[src/rtl/card_shoe.sv]
// rtl/card_shoe.sv - 52-card shoe: LFSR-seeded random draw without replacement.
// A draw starts at a pseudo-random index and walks forward to the first undealt card.
module card_shoe (
  input  logic       CLOCK_50,
  input  logic       reset,
  input  logic       shuffle,
  input  logic       deal_req,
  output logic       deal_valid,
  output logic [3:0] card,
  output logic [1:0] suit,
  output logic       busy,
  output logic [5:0] cards_left,
  output logic       empty
);

  typedef enum logic {
    S_IDLE,
    S_SEARCH
  } state_t;

  localparam logic [15:0] LFSR_SEED = 16'hACE1;
  localparam logic [5:0]  DECK_SIZE = 6'd52;

  state_t      r_state;
  state_t      w_state_nxt;
  logic [15:0] r_lfsr;
  logic        w_lfsr_fb;
  logic [51:0] r_used;
  logic [51:0] w_used_nxt;
  logic [5:0]  r_idx;
  logic [5:0]  w_idx_nxt;
  logic [5:0]  r_cards_left;
  logic [5:0]  w_cards_left_nxt;
  logic        r_deal_valid;
  logic        w_deal_valid_nxt;
  logic [3:0]  r_card;
  logic [3:0]  w_card_nxt;
  logic [1:0]  r_suit;
  logic [1:0]  w_suit_nxt;

  logic        w_empty;
  logic [5:0]  w_start_idx;
  logic [5:0]  w_idx_inc;
  logic [63:0] w_used_pad;
  logic [63:0] w_idx_onehot;
  logic        w_idx_used;
  logic [5:0]  w_rem;
  logic [1:0]  w_idx_suit;

  // Fibonacci LFSR, taps 16,14,13,11; free-running in every state
  assign w_lfsr_fb = r_lfsr[15] ^ r_lfsr[13] ^ r_lfsr[12] ^ r_lfsr[10];

  always_ff @(posedge CLOCK_50 or posedge reset) begin
    if (reset) begin
      r_lfsr <= LFSR_SEED;
    end else begin
      r_lfsr <= {r_lfsr[14:0], w_lfsr_fb};
    end
  end

  assign w_empty     = (r_cards_left == 6'd0);
  assign w_start_idx = (r_lfsr[5:0] < DECK_SIZE) ? r_lfsr[5:0] : (r_lfsr[5:0] - DECK_SIZE);
  assign w_idx_inc   = (r_idx == 6'd51) ? 6'd0 : (r_idx + 6'd1);

  // Padded to 64 bits so a 6-bit index can never select past the mask
  assign w_used_pad   = {12'd0, r_used};
  assign w_idx_onehot = 64'd1 << r_idx;
  assign w_idx_used   = w_used_pad[r_idx];

  always_comb begin
    w_rem      = r_idx;
    w_idx_suit = 2'd0;
    if (r_idx >= 6'd39) begin
      w_rem      = r_idx - 6'd39;
      w_idx_suit = 2'd3;
    end else if (r_idx >= 6'd26) begin
      w_rem      = r_idx - 6'd26;
      w_idx_suit = 2'd2;
    end else if (r_idx >= 6'd13) begin
      w_rem      = r_idx - 6'd13;
      w_idx_suit = 2'd1;
    end
  end

  always_comb begin
    w_state_nxt      = r_state;
    w_used_nxt       = r_used;
    w_idx_nxt        = r_idx;
    w_cards_left_nxt = r_cards_left;
    w_deal_valid_nxt = 1'b0;
    w_card_nxt       = r_card;
    w_suit_nxt       = r_suit;

    if (shuffle) begin
      w_state_nxt      = S_IDLE;
      w_used_nxt       = 52'd0;
      w_cards_left_nxt = DECK_SIZE;
    end else begin
      case (r_state)
        S_IDLE: begin
          if (deal_req && !w_empty) begin
            w_idx_nxt   = w_start_idx;
            w_state_nxt = S_SEARCH;
          end
        end
        S_SEARCH: begin
          if (w_idx_used) begin
            w_idx_nxt = w_idx_inc;
          end else begin
            w_used_nxt       = r_used | w_idx_onehot[51:0];
            w_card_nxt       = w_rem[3:0] + 4'd1;
            w_suit_nxt       = w_idx_suit;
            w_deal_valid_nxt = 1'b1;
            if (r_cards_left != 6'd0) begin
              w_cards_left_nxt = r_cards_left - 6'd1;
            end
            w_state_nxt = S_IDLE;
          end
        end
        default: begin
          w_state_nxt = S_IDLE;
        end
      endcase
    end
  end

  always_ff @(posedge CLOCK_50 or posedge reset) begin
    if (reset) begin
      r_state      <= S_IDLE;
      r_used       <= 52'd0;
      r_idx        <= 6'd0;
      r_cards_left <= DECK_SIZE;
      r_deal_valid <= 1'b0;
      r_card       <= 4'd0;
      r_suit       <= 2'd0;
    end else begin
      r_state      <= w_state_nxt;
      r_used       <= w_used_nxt;
      r_idx        <= w_idx_nxt;
      r_cards_left <= w_cards_left_nxt;
      r_deal_valid <= w_deal_valid_nxt;
      r_card       <= w_card_nxt;
      r_suit       <= w_suit_nxt;
    end
  end

  assign deal_valid = r_deal_valid;
  assign card       = r_card;
  assign suit       = r_suit;
  assign busy       = (r_state == S_SEARCH);
  assign cards_left = r_cards_left;
  assign empty      = w_empty;

endmodule

[config.mk]
export PLATFORM = sky130hd
export DESIGN_NAME = card_shoe
export DESIGN_NICKNAME = d
export VERILOG_FILES = /design/src/rtl/card_shoe.sv
export SDC_FILE = /design/constraint.sdc
export NUM_CORES = 1
export LEC_CHECK = 0
export CAP_MARGIN = 5
export CORE_ASPECT_RATIO = 0.6
export CORE_UTILIZATION = 25
export CTS_CLUSTER_DIAMETER = 80
export DETAILED_ROUTE_END_ITERATION = 8
export PLACE_DENSITY = 0.48
export SLEW_MARGIN = 20
export SYNTH_ARGS = -nofsm -noshare
export SYNTH_HDL_FRONTEND = slang
export SYNTH_SLANG_ARGS = --single-unit
[constraint.sdc]
create_clock -name CLOCK_50 -period 6.4 [get_ports CLOCK_50]
set_input_delay 0.64 -clock CLOCK_50 [delete_from_list [all_inputs] [get_ports CLOCK_50]]
set_output_delay 0.64 -clock CLOCK_50 [all_outputs]
set_load 0.02 [all_outputs]
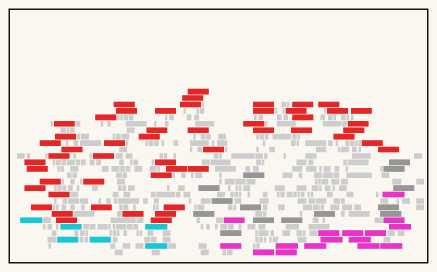
Figure 1: register map, names as in the netlist.
Other sequential cells in the stronger grey, the rest of the logic in the fainter grey.
cards_left -> cyan  # placed flops 6, where lower left
r_used -> red  # placed flops 52
r_lfsr -> magenta  # placed flops 16, where lower right
fraction of area in registers: 42.4%
fin util: 29.9%
P_seq: 0.658 mW
Sequential Area: 0.00222 mm2

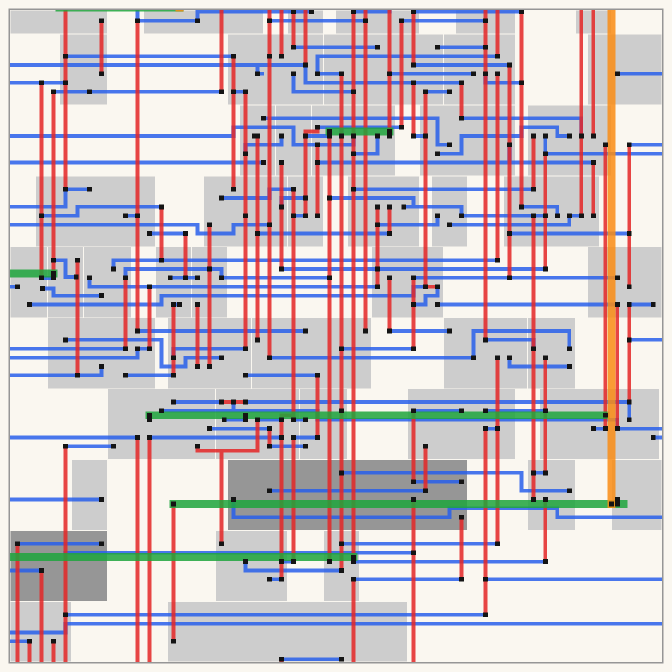
Figure 2: zoomed window.
Window x 120 to 145, y 14 to 39 um. Cells in grey, sequential cells in the stronger grey; small squares are vias.
M4 -> orange
M1 -> blue
M2 -> red
M3 -> green
most frequent = ha_1 (4), nand2_1 (3), nor2_1 (3)
cells with their middle in the window = 38
netlist names of flops here include = card (1)
sequential cells in the window = 1

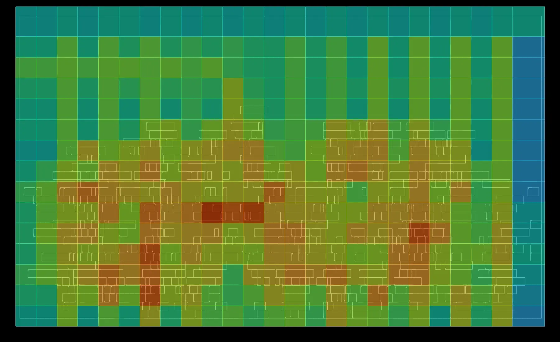
Figure 3: routing congestion.
grt met2 use: 16.6%
GRT met3 Usage: 3.72%
All-Layer GR Usage: 13.3%
GR peak layer: met1
met1 Resource Use GR: 21.2%

==> impl_metrics.tcl <==
# yosys + openroad results
set metrics [dict create \
    combPwrFrac_pct 28.5 \
    rows 37 \
    initCoreUtil_pct 26.0 \
    status "completed" \
    ir_worst_vdd_uv 150 \
    ios 19 \
    cts_root_buf "clkbuf_16" \
    crit_buf_inv 1 \
    required_ns 6.63 \
    chipArea_mm2 0.0188 \
    power.density_mw_per_mm2 330 \
    p_int_mw 1.14 \
    slew_headroom_pct 27.1 \
    drv_slew 0 \
    ys_seq_share_pct 48.6 \
    avgSynthCellArea_um2 10.4 \
    synth.top_cell.area_share_pct 42.3 \
    yosys_warnings 0 \
    wl_per_cell_um 17.0 \
    dp_cells 663 \
    m1WireLength_um 6490 \
    wl_met2_um 4400 \
    die_x_um 176 \
    routed.top_layer "met4" \
    worstSetupStartpoint "r_idx[2]" \
    floorplan.nets 457 \
    cp.depth 8 \
    fin_crit_sh_pct 53.7 \
    routed_wl_um 11600 \
]
==> cell families after synthesis <==
group	after synthesis	share of synthesized area, %
buf+inv	52	5.24
fa+ha+maj	15	4.12
xor+xnor	7	1.35
simple gates	136	14.7
flops	88	48.6
mux	32	9.11
compound gates	108	16.9
==> cells in the final DEF (no fill, tap or decap), drive strengths merged, types with 13 or more instances in the layout <==
master         count
clkbuf            13
ha                15
a31oi             44
a21oi             13
inv               19
nor2              67
mux2i             19
clkdlybuf4s50     17
nand2             19
dfrtp             77
==> area by class of cell <==
cell class	instances	area (um2)
Multi-Input combinational cell	298	2100
Timing Repair Buffer	22	205
Clock inverter	3	65.1
Clock buffer	13	260
Inverter	21	80.1
Sequential cell	88	2220
Antenna cell	1	2.50
Tap cell	234	293
Fill cell	1809	12300
==> synth_stat cells (all sizes together) (2+ instances only) <==
cell and n:
nor2 67, o21ai 11, mux2 6, xor2 2
a211o 2, or3 2, o211ai 2, nand2 19
o31ai 4, a2111oi 2, buf 15, nand4 4
dfstp 11, a211oi 4, ha 15, xnor2 5
a22o 4, o31a 2, a21oi 13, o2bb2ai 2
nor3b 2, mux2i 19, or4 2, nand2b 2
nand3b 2, a31oi 44, clkbuf 16, a41oi 3
mux4 7, nor4 2, inv 20, dfrtp 77
nor3 7, nor2b 9, and2 6, nand3 7
==> per-layer routing <==
layer	up-vias	GRT usage, %
li1	1596	-
met1	1721	21.2
met2	78	16.6
met3	11	3.72
met4	0	3.54
met5	-	0
==> flip-flops by register name (all words and copies together) (netlist names) <==
signal	cells
cards_left	6
r_idx	6
deal_valid	1
r_lfsr	16
r_used	52
busy	1
card	4
suit	2
Power and IR drop assume default switching activity.
